### M1 wires, run 1

Supply wires on this layer in gray.
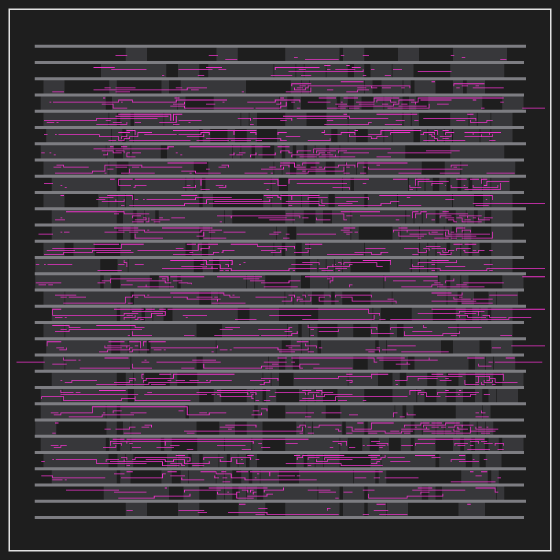
### Metal 2, run 1

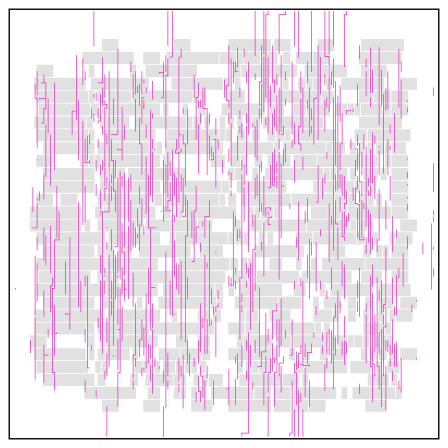
### Wires at chosen ports, followed through buffers, run 1

The bar under the picture is 20 um long.
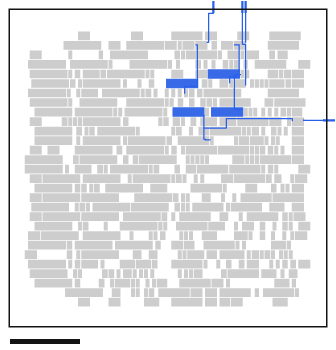
File: src/rtl/alu_op_sequencer_if.sv
// Request, ALU and result signal bundle for alu_op_sequencer.
// The sequencer connects through the slave modport; its environment uses master.
interface alu_op_sequencer_if #(
   parameter int W   = 4,
   parameter int OPW = 4
);
   logic           in_valid;
   logic           in_ready;
   logic [OPW-1:0] in_op;
   logic [W-1:0]   in_a;
   logic [W-1:0]   in_b;
   logic           in_cin;
   logic           in_chain;

   logic [OPW-1:0] alu_m;
   logic [W-1:0]   alu_a;
   logic [W-1:0]   alu_b;
   logic           alu_cin;
   logic [W-1:0]   alu_r;
   logic           alu_of;

   logic           res_valid;
   logic           res_ready;
   logic [W-1:0]   res_data;
   logic           res_of;

   modport master (
      output in_valid, in_op, in_a, in_b, in_cin, in_chain,
      output alu_r, alu_of, res_ready,
      input  in_ready, alu_m, alu_a, alu_b, alu_cin,
      input  res_valid, res_data, res_of
   );

   modport slave (
      input  in_valid, in_op, in_a, in_b, in_cin, in_chain,
      input  alu_r, alu_of, res_ready,
      output in_ready, alu_m, alu_a, alu_b, alu_cin,
      output res_valid, res_data, res_of
   );
endinterface

File: src/rtl/alu_op_sequencer.sv
// Issue stage for the accumulator ALU: queues requests, issues one at a time,
// waits out the ALU latency and holds each result until the consumer takes it.
module alu_op_sequencer #(
   parameter int W       = 4,
   parameter int OPW     = 4,
   parameter int DEPTH   = 4,
   parameter int ALU_LAT = 1
) (
   input  logic                 Clk,
   input  logic                 Reset,
   alu_op_sequencer_if.slave    bus,
   output logic [7:0]           of_count,
   output logic                 busy
);
   localparam int AW = $clog2(DEPTH);
   localparam int EW = OPW + 2 * W + 2;
   localparam int LW = (ALU_LAT < 2) ? 1 : $clog2(ALU_LAT + 1);
   localparam logic [AW:0]   DEPTH_C = (AW + 1)'(DEPTH);
   localparam logic [LW-1:0] LAT_C   = LW'(ALU_LAT);
   localparam logic [LW-1:0] ONE_C   = LW'(1);

   typedef enum logic [1:0] {IDLE, ISSUE, WAIT, HOLD} state_t;

   function automatic logic [7:0] sat_inc(input logic [7:0] v);
      return (v == 8'hFF) ? v : v + 8'd1;
   endfunction

   state_t         state, state_nxt;
   logic [EW-1:0]  fifo_mem [DEPTH];
   logic [AW-1:0]  wr_ptr, rd_ptr;
   logic [AW:0]    count;
   logic           fifo_empty;
   logic           push, pop;
   logic           res_pop;
   logic           issue_load, capture;
   logic [LW-1:0]  wait_cnt;
   logic [W-1:0]   last_result;

   logic [OPW-1:0] head_op;
   logic [W-1:0]   head_a, head_b;
   logic           head_cin, head_chain;

   assign fifo_empty   = (count == '0);
   assign bus.in_ready = (count < DEPTH_C);
   assign push         = bus.in_valid & bus.in_ready;
   assign pop          = issue_load;
   assign res_pop      = bus.res_valid & bus.res_ready;
   assign {head_op, head_a, head_b, head_cin, head_chain} = fifo_mem[rd_ptr];

   // Request FIFO: storage carries no reset, only pointers and count do
   always_ff @(posedge Clk) begin
      if (push)
         fifo_mem[wr_ptr] <= {bus.in_op, bus.in_a, bus.in_b, bus.in_cin, bus.in_chain};
   end

   always_ff @(posedge Clk or posedge Reset) begin
      if (Reset) begin
         wr_ptr <= '0;
         rd_ptr <= '0;
         count  <= '0;
      end else begin
         if (push) wr_ptr <= wr_ptr + 1'b1;
         if (pop)  rd_ptr <= rd_ptr + 1'b1;
         case ({push, pop})
            2'b10:   count <= count + 1'b1;
            2'b01:   count <= count - 1'b1;
            default: count <= count;
         endcase
      end
   end

   // FSM state register
   always_ff @(posedge Clk or posedge Reset) begin
      if (Reset) state <= IDLE;
      else       state <= state_nxt;
   end

   always_comb begin
      state_nxt = state;
      case (state)
         IDLE:  if (!fifo_empty) state_nxt = ISSUE;
         ISSUE: state_nxt = WAIT;
         WAIT:  if (wait_cnt == ONE_C) state_nxt = HOLD;
         HOLD:  if (res_pop) state_nxt = fifo_empty ? IDLE : ISSUE;
         default: state_nxt = IDLE;
      endcase
   end

   always_comb begin
      issue_load = 1'b0;
      capture    = 1'b0;
      busy       = (state != IDLE) || !fifo_empty;
      case (state)
         IDLE:  issue_load = !fifo_empty;
         WAIT:  capture    = (wait_cnt == ONE_C);
         HOLD:  issue_load = res_pop && !fifo_empty;
         default: ;
      endcase
   end

   // Issue registers toward the ALU; chained ops take A from the last capture
   always_ff @(posedge Clk or posedge Reset) begin
      if (Reset) begin
         bus.alu_m   <= '0;
         bus.alu_a   <= '0;
         bus.alu_b   <= '0;
         bus.alu_cin <= 1'b0;
      end else if (issue_load) begin
         bus.alu_m   <= head_op;
         bus.alu_a   <= head_chain ? last_result : head_a;
         bus.alu_b   <= head_b;
         bus.alu_cin <= head_cin;
      end
   end

   always_ff @(posedge Clk or posedge Reset) begin
      if (Reset)              wait_cnt <= '0;
      else if (state == ISSUE) wait_cnt <= LAT_C;
      else if (state == WAIT)  wait_cnt <= wait_cnt - 1'b1;
   end

   // Result capture and hold
   always_ff @(posedge Clk or posedge Reset) begin
      if (Reset) begin
         bus.res_valid <= 1'b0;
         bus.res_data  <= '0;
         bus.res_of    <= 1'b0;
         last_result   <= '0;
         of_count      <= '0;
      end else begin
         if (capture) begin
            bus.res_valid <= 1'b1;
            bus.res_data  <= bus.alu_r;
            bus.res_of    <= bus.alu_of;
            last_result   <= bus.alu_r;
            if (bus.alu_of) of_count <= sat_inc(of_count);
         end else if (res_pop) begin
            bus.res_valid <= 1'b0;
         end
      end
   end
endmodule

File: src/flat_wrapper.sv
// flat-port wrapper written by rule: the top's interface ports become plain ports
module alu_op_sequencer_flat 
#(
   parameter int W       = 4,
   parameter int OPW     = 4,
   parameter int DEPTH   = 4,
   parameter int ALU_LAT = 1
)
  (Clk, Reset, of_count, busy, bus_in_valid, bus_in_op, bus_in_a, bus_in_b, bus_in_cin, bus_in_chain, bus_alu_r, bus_alu_of, bus_res_ready, bus_in_ready, bus_alu_m, bus_alu_a, bus_alu_b, bus_alu_cin, bus_res_valid, bus_res_data, bus_res_of);
  alu_op_sequencer_if #(.W(W), .OPW(OPW)) bus_i ();
  input  logic Clk;
  input  logic Reset;
  output logic [7:0] of_count;
  output logic busy;
  input wire logic [$bits(bus_i.in_valid)-1:0] bus_in_valid;
  input wire logic [$bits(bus_i.in_op)-1:0] bus_in_op;
  input wire logic [$bits(bus_i.in_a)-1:0] bus_in_a;
  input wire logic [$bits(bus_i.in_b)-1:0] bus_in_b;
  input wire logic [$bits(bus_i.in_cin)-1:0] bus_in_cin;
  input wire logic [$bits(bus_i.in_chain)-1:0] bus_in_chain;
  input wire logic [$bits(bus_i.alu_r)-1:0] bus_alu_r;
  input wire logic [$bits(bus_i.alu_of)-1:0] bus_alu_of;
  input wire logic [$bits(bus_i.res_ready)-1:0] bus_res_ready;
  output wire logic [$bits(bus_i.in_ready)-1:0] bus_in_ready;
  output wire logic [$bits(bus_i.alu_m)-1:0] bus_alu_m;
  output wire logic [$bits(bus_i.alu_a)-1:0] bus_alu_a;
  output wire logic [$bits(bus_i.alu_b)-1:0] bus_alu_b;
  output wire logic [$bits(bus_i.alu_cin)-1:0] bus_alu_cin;
  output wire logic [$bits(bus_i.res_valid)-1:0] bus_res_valid;
  output wire logic [$bits(bus_i.res_data)-1:0] bus_res_data;
  output wire logic [$bits(bus_i.res_of)-1:0] bus_res_of;
  assign bus_i.in_valid = bus_in_valid;
  assign bus_i.in_op = bus_in_op;
  assign bus_i.in_a = bus_in_a;
  assign bus_i.in_b = bus_in_b;
  assign bus_i.in_cin = bus_in_cin;
  assign bus_i.in_chain = bus_in_chain;
  assign bus_i.alu_r = bus_alu_r;
  assign bus_i.alu_of = bus_alu_of;
  assign bus_i.res_ready = bus_res_ready;
  assign bus_in_ready = bus_i.in_ready;
  assign bus_alu_m = bus_i.alu_m;
  assign bus_alu_a = bus_i.alu_a;
  assign bus_alu_b = bus_i.alu_b;
  assign bus_alu_cin = bus_i.alu_cin;
  assign bus_res_valid = bus_i.res_valid;
  assign bus_res_data = bus_i.res_data;
  assign bus_res_of = bus_i.res_of;
  alu_op_sequencer #(.W(W), .OPW(OPW), .DEPTH(DEPTH), .ALU_LAT(ALU_LAT)) u_core (.Clk(Clk), .Reset(Reset), .bus(bus_i), .of_count(of_count), .busy(busy));
endmodule
File: config.mk
export PLATFORM = sky130hd
export DESIGN_NAME = alu_op_sequencer_flat
export DESIGN_NICKNAME = d
export VERILOG_FILES = /design/src/rtl/alu_op_sequencer_if.sv /design/src/rtl/alu_op_sequencer.sv /design/src/flat_wrapper.sv
export SDC_FILE = /design/constraint.sdc
export NUM_CORES = 1
export LEC_CHECK = 0
export ABC_AREA = 1
export CAP_MARGIN = 20
export CORE_MARGIN = 4
export CORE_UTILIZATION = 59
export DETAILED_ROUTE_END_ITERATION = 8
export MAX_ROUTING_LAYER = met4
export PLACE_DENSITY_LB_ADDON = 0.05
export SLEW_MARGIN = 20
export SYNTH_ARGS = -nofsm -noshare
export SYNTH_HDL_FRONTEND = slang
export SYNTH_SLANG_ARGS = --single-unit
File: constraint.sdc
create_clock -name Clk -period 4.2 [get_ports Clk]
set_clock_uncertainty 0.15 [all_clocks]
set_input_delay 0.84 -clock Clk [delete_from_list [all_inputs] [get_ports Clk]]
set_output_delay 0.84 -clock Clk [all_outputs]
set_load 0.02 [all_outputs]
==> summary.txt, run 1 <==
internal power = 2.09 mW
hold path endpoint = u_core.count[0]$_DFFE_PP0P_
clock sink count = 93
max layer used = met4
post-synth design cell area = 4000 um2
Resized cells post-CTS = 0
Final min period = 2900 ps
final cell count without fillers = 518
tool warnings = 33
sw frac = 39.0%
gr ovfl total = 0
FMAX = 345 MHz
Reg-to-Reg End = u_core.count[2]$_DFFE_PP0P_
status = completed
Flop pwr share = 39.4%
initial antenna violation count = 0
CTS max path bufs = 2
Area after DPL = 4590 um2
XOR/XNOR Area Share = 1.75%
core footprint = 6460 um2
cell count along the critical path = 11
Mapped Cells = 377
Tot GR Track Use = 20.0%
CP max-delay cell = clkdlybuf4s50_1
via/cell ratio = 5.26
hold slack = 317 ps
Mux area share = 0%
Critical Path Sink = u_core.count[2]$_DFFE_PP0P_
Crit path top cell by count = inv_1
floorplan core density = 62.0%
initial DRC count = 182
Net Sw Power = 1.34 mW
final setup vio count = 0
chip area = 8170 um2
crit path launch = bus_res_ready
DRT Pass-1 Iters = 4
first-pass GRT wire length = 12.7 mm
## Picture notes: 'M1 wires'
share of all routed wire = 45%
nets with wire on the layer = 418
met1 Use GR: 25.1%
final WL: 7.52 mm

## Picture notes: 'Metal 2'
main direction = vertical
wire length on this layer = 3720 um
share of all routed wire = 49%
via count: 2726
grt met2 use: 32.4%

## Picture notes: 'Wires at chosen ports, followed through buffers'
blue -> bus_alu_a  # direction output, end cells 4, buffers 4, wire 131 um
PortBufs: 51
io pins: 52

## run 1: area by class of cell
cell class	count	area, um2	area share (%)
Sequential cell	93	2610	54.2
Multi-Input combinational cell	242	1200	25.0
Timing Repair Buffer	58	563	11.7
Clock buffer	9	124	2.58
Inverter	32	120	2.50
Tap cell	77	96.3	2.00
Clock inverter	7	95.1	1.98
## run 1: Yosys cell counts, drive strengths merged (2+ instances only)
cell type,count,share of area (%)
edfxtp,56,42
ha,11,3.4
dfrtp,37,23
o21ai,42,5.2
xnor2,3,0.66
inv,32,3.0
nand3,28,3.9
nor2,39,3.9
nand2,107,10
xor2,5,1.1
clkbuf,2,0.22
a21oi,2,0.25
buf,8,1.6
## run 1: placed cells by master (no fill, tap or decap), types with 2 or more instances in the layout
cell type / n
nand2_1: 103
edfxtp_1: 56
clkdlybuf4s50_1: 51
nor2_1: 37
dfrtp_1: 37
inv_1: 28
o21ai_0: 26
nand3_1: 25
o21ai_1: 16
ha_1: 11
clkbuf_8: 9
buf_4: 7
xor2_1: 5
nand2_2: 3
inv_2: 3
nand3_2: 3
xnor2_1: 3
a21oi_1: 2
clkinv_2: 2
inv_6: 2
bufinv_16: 2
## run 1: per-layer routing
layer	GRT usage [%]	up-vias
li1	-	1357
met1	25.1	1302
met2	32.4	57
met3	3.67	10
met4	8.16	0
met5	-	-
## run 1: flip-flops by register name, summed over array words and instances (netlist names), 2 cells and up
| signal | count |
|---|---|
| u_core.bus.alu_a | 4 |
| u_core.bus.alu_b | 4 |
| u_core.rd_ptr | 2 |
| u_core.wr_ptr | 2 |
| u_core.state | 2 |
| u_core.bus.res_data | 4 |
| u_core.bus.alu_m | 4 |
| u_core.fifo_mem | 56 |
| u_core.of_count | 8 |
| u_core.count | 3 |
## Run 2: what changed since run 1
--- a/config.mk
+++ b/config.mk
@@ -8,7 +8,7 @@
 export ABC_AREA = 1
 export CAP_MARGIN = 20
 export CORE_MARGIN = 4
-export CORE_UTILIZATION = 59
+export CORE_UTILIZATION = 49
 export DETAILED_ROUTE_END_ITERATION = 8
 export MAX_ROUTING_LAYER = met4
 export PLACE_DENSITY_LB_ADDON = 0.05
==> constraint.sdc (replaced) <==
create_clock -name Clk -period 2.3 [get_ports Clk]
set_clock_uncertainty 0.15 [all_clocks]
set_input_delay 0.46 -clock Clk [delete_from_list [all_inputs] [get_ports Clk]]
set_output_delay 0.46 -clock Clk [all_outputs]
set_load 0.02 [all_outputs]
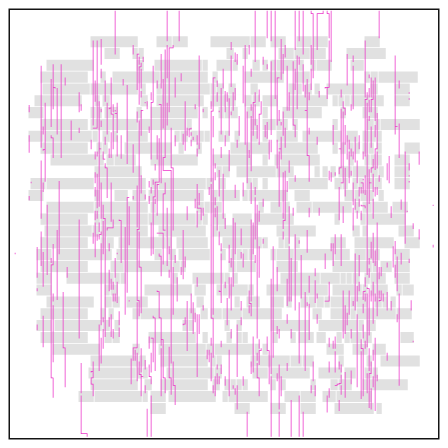
*Metal 2, run 2*
via count: 2747
grt met2 use: 24.8%

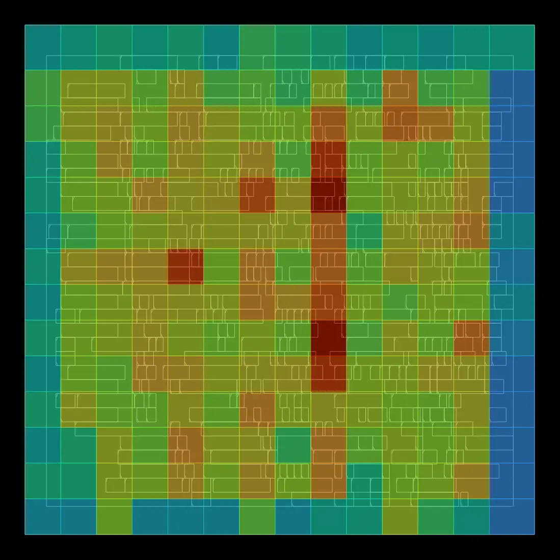
*Congestion heat map, run 2*
Layout Utilization: 62.9%
Tot GR Track Use: 16.2%
met3 Track Usage GR: 2.79%
drt wl/cell: 13.3 um
met1 Use GR: 21.9%

==> run 2 against run 1 <==
Against the previous run:
- synthesized area did not move
- power rose by 83%
- critical path type is now reg -> out
- final area rose by 2.7%
- register-to-register slack got worse by 1400 ps
- worst setup slack got worse by 1200 ps
- sequential share of layout area fell by 1.4 points
- final cell count rose by 6.4%
- largest cell class unchanged
==> summary.txt, run 2 <==
status = completed
Final min period = 2200 ps
floorplan core density = 51.0%
PortBufs = 51
cell type with the largest total area = edfxtp_1
crit path launch = u_core.state[0]$_DFFE_PP0P_
largest cells by area after synthesis = edfxtp_1, dfrtp_1, nand2_1
gr ovfl total = 0
first-pass GRT wire length = 12.2 mm
final setup vio count = 0
most frequent logic cells in the routed design = nand2_1, edfxtp_1, clkdlybuf4s50_1
Synth top cell by count = nand2_1
initial antenna violation count = 0
Largest Register = u_core.fifo_mem
Mapped Cells = 377
Critical Path Sink = busy
FMAX = 455 MHz
Largest regs = u_core.fifo_mem: 56 flops, u_core.of_count: 8 flops
core footprint = 7850 um2
hold path endpoint = u_core.count[0]$_DFFE_PP0P_
Mux area share = 0%
final WL = 7.32 mm
chip area = 9680 um2
clock sink count = 93
Commonest Layout Cell = nand2_1
tool warnings = 33
post-synth design cell area = 4000 um2
XOR/XNOR Area Share = 1.75%
CTS max path bufs = 2
[run 2: worst max-delay path: stages, from the launching register on]
cell,delay [ps]
dfrtp_1,450
inv_2,120
ha_4,130
nand4_1,170
dlygate4sd2_1,370
[run 2: routing by layer]
| layer | vias to the layer above | GRT usage (%) | part of all wire [%] |
|---|---|---|---|
| li1 | 1376 | - | - |
| met3 | 9 | 2.79 | 4.3 |
| met1 | 1315 | 21.9 | 47 |
| met5 | - | - | 0 |
| met4 | 0 | 5.67 | 1.2 |
| met2 | 47 | 24.8 | 47 |
[run 2: cell type report]
| cell class | instances | area, um2 | area share, % |
|---|---|---|---|
| inverters | 32 | 123 | 2.48 |
| well taps | 102 | 128 | 2.58 |
| multi-input cells | 242 | 1240 | 25.0 |
| flip-flops and latches | 93 | 2610 | 52.8 |
| clock buffers | 9 | 124 | 2.51 |
| repair buffers | 66 | 659 | 13.3 |
| clock inverters | 7 | 62.6 | 1.27 |
[run 2: kinds of logic after synthesis]
| logic type | count (synthesis) |
|---|---|
| XOR/XNOR | 8 |
| flip-flops | 93 |
| AND-OR/OR-AND | 45 |
| AND/OR/NAND/NOR | 177 |
| buffers and inverters | 42 |
| adder cells (fa/ha/maj) | 12 |
[run 2: power by group]
group	switching, mW	leakage, nW	total, mW	internal, mW
Clock	0.599	0.0984	1.02	0.420
Combinational	1.65	0.972	2.80	1.14
Sequential	0.250	0.965	2.46	2.21
[run 2: stage by stage]
| stage | util [%] | cells | power, mW |
|---|---|---|---|
| after floorplan | - | 377 | 4.31 |
| after detailed placement | 60.2 | 533 | 5.24 |
| after CTS | 62.5 | 549 | 6.28 |
| after global placement | 60.2 | 533 | 5.20 |
| final | 62.9 | 551 | 6.28 |
| after global routing | 62.9 | 551 | 6.80 |
## Run 3: what changed since run 2
--- a/config.mk
+++ b/config.mk
@@ -9,6 +9,7 @@
 export CAP_MARGIN = 20
 export CORE_MARGIN = 4
 export CORE_UTILIZATION = 49
+export CTS_CLUSTER_SIZE = 8
 export DETAILED_ROUTE_END_ITERATION = 8
 export MAX_ROUTING_LAYER = met4
 export PLACE_DENSITY_LB_ADDON = 0.05
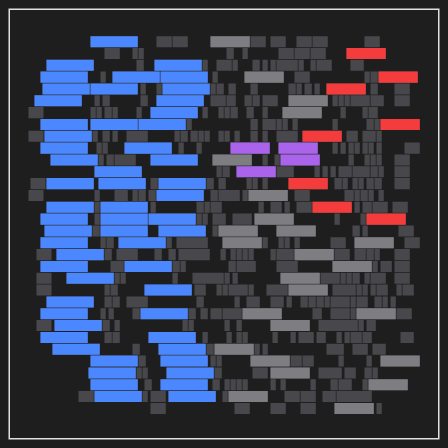
*Sequential cells grouped by signal name, run 3*
red -> u_core.of_count  # sequential cells 8
blue -> u_core.fifo_mem  # sequential cells 56
purple -> u_core.bus.alu_a  # sequential cells 4
sequential power: 2.46 mW
Seq area share: 52.8%
Register Area: 2610 um2

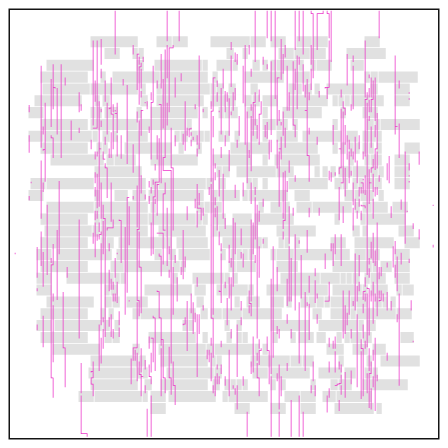
*Metal 2, run 3*
wire length on this layer = 3450 um
main direction = vertical
nets with wire on the layer = 370
final WL: 7.32 mm

==> run 3 against run 2 <==
Against the previous run:
- critical path depth unchanged
- sequential power about the same
- first-iteration DRC count unchanged
- hold slack unchanged
- clock power about the same
- sequential share of layout area unchanged
- clock-buffer cell count unchanged
==> summary.txt, run 3 <==
Mux area share = 0%
initial antenna violation count = 0
combinational share of power = 44.6%
Flop pwr share = 39.2%
Area after DPL = 4720 um2
status = completed
FMAX = 455 MHz
Largest Register = u_core.fifo_mem
internal power = 3.78 mW
tool warnings = 33
met1 wire length = 3.46 mm
largest cells by area after synthesis = edfxtp_1, dfrtp_1, nand2_1
chip area = 9680 um2
first-pass GRT wire length = 12.2 mm
initial DRC count = 105
Net Sw Power = 2.50 mW
drt wl/cell = 13.3 um
crit path launch = u_core.state[0]$_DFFE_PP0P_
gr ovfl total = 0
via count = 2747
met1 Use GR = 21.9%
WL met3 = 316 um
Met2 Wirelength = 3.45 mm
clock sink count = 93
CTS max path bufs = 2
sw frac = 39.9%
top cells by count = nand2_1, edfxtp_1, dfrtp_1, nor2_1, inv_1
max layer used = met4
Tot GR Track Use = 16.2%
cell type with the largest total area = edfxtp_1
final setup vio count = 0
Mapped Cells = 377
via/cell ratio = 4.99
Synth top cell by count = nand2_1
==> run 3: cell counts in the layout (fill, tap and decap cells not counted) <==
Identical to the previous run, type by type.
==> run 3: per-stage QoR <==
step                      std cells  setup TNS (ps)
final                           551               0
after global routing            551               0
after CTS                       549               0
after detailed placement        533            -166
after global placement          533            -139
after floorplan                 377               0
==> run 3: cell type report <==
| type | count | area, um2 | share of cell area [%] |
|---|---|---|---|
| Multi-Input combinational cell | 242 | 1240 | 25.0 |
| Sequential cell | 93 | 2610 | 52.8 |
| Timing Repair Buffer | 66 | 659 | 13.3 |
| Tap cell | 102 | 128 | 2.58 |
| Clock inverter | 7 | 62.6 | 1.27 |
| Clock buffer | 9 | 124 | 2.51 |
| Inverter | 32 | 123 | 2.48 |
==> run 3: power by group through the flow <==
stage | clock network [mW] | registers, mW | logic (mW)
floorplan | 0 | 2.70 | 1.61
global placement | 0 | 2.49 | 2.71
detailed placement | 0 | 2.50 | 2.74
CTS | 1.06 | 2.47 | 2.76
global route | 1.13 | 2.51 | 3.16
finish | 1.02 | 2.46 | 2.80
==> run 3: critical path, cell delays in order (launching register included) <==
cell           delay, ps
dfrtp_1              450
inv_2                120
ha_4                 130
nand4_1              170
dlygate4sd2_1        370
==> run 3: final timing paths <==
kind                                                   end  cells after the start
max                                                   busy                      4
min reg2reg                    u_core.count[0]$_DFFE_PP0P_                      1
min in group asynchronous      u_core.count[0]$_DFFE_PP0P_                      3
max reg2reg                    u_core.count[2]$_DFFE_PP0P_                     11
min                            u_core.count[0]$_DFFE_PP0P_                      1
max in group asynchronous  u_core.bus.alu_a[2]$_DFFE_PP0P_                      3
==> run 3: timing repair <==
item                       CTS  global route
resized                      1             8
buffers inserted             0             2
pin swaps                    0             4
setup endpoints to repair    1             1
No activity file was given, so power comes from the tool's default toggle rates.
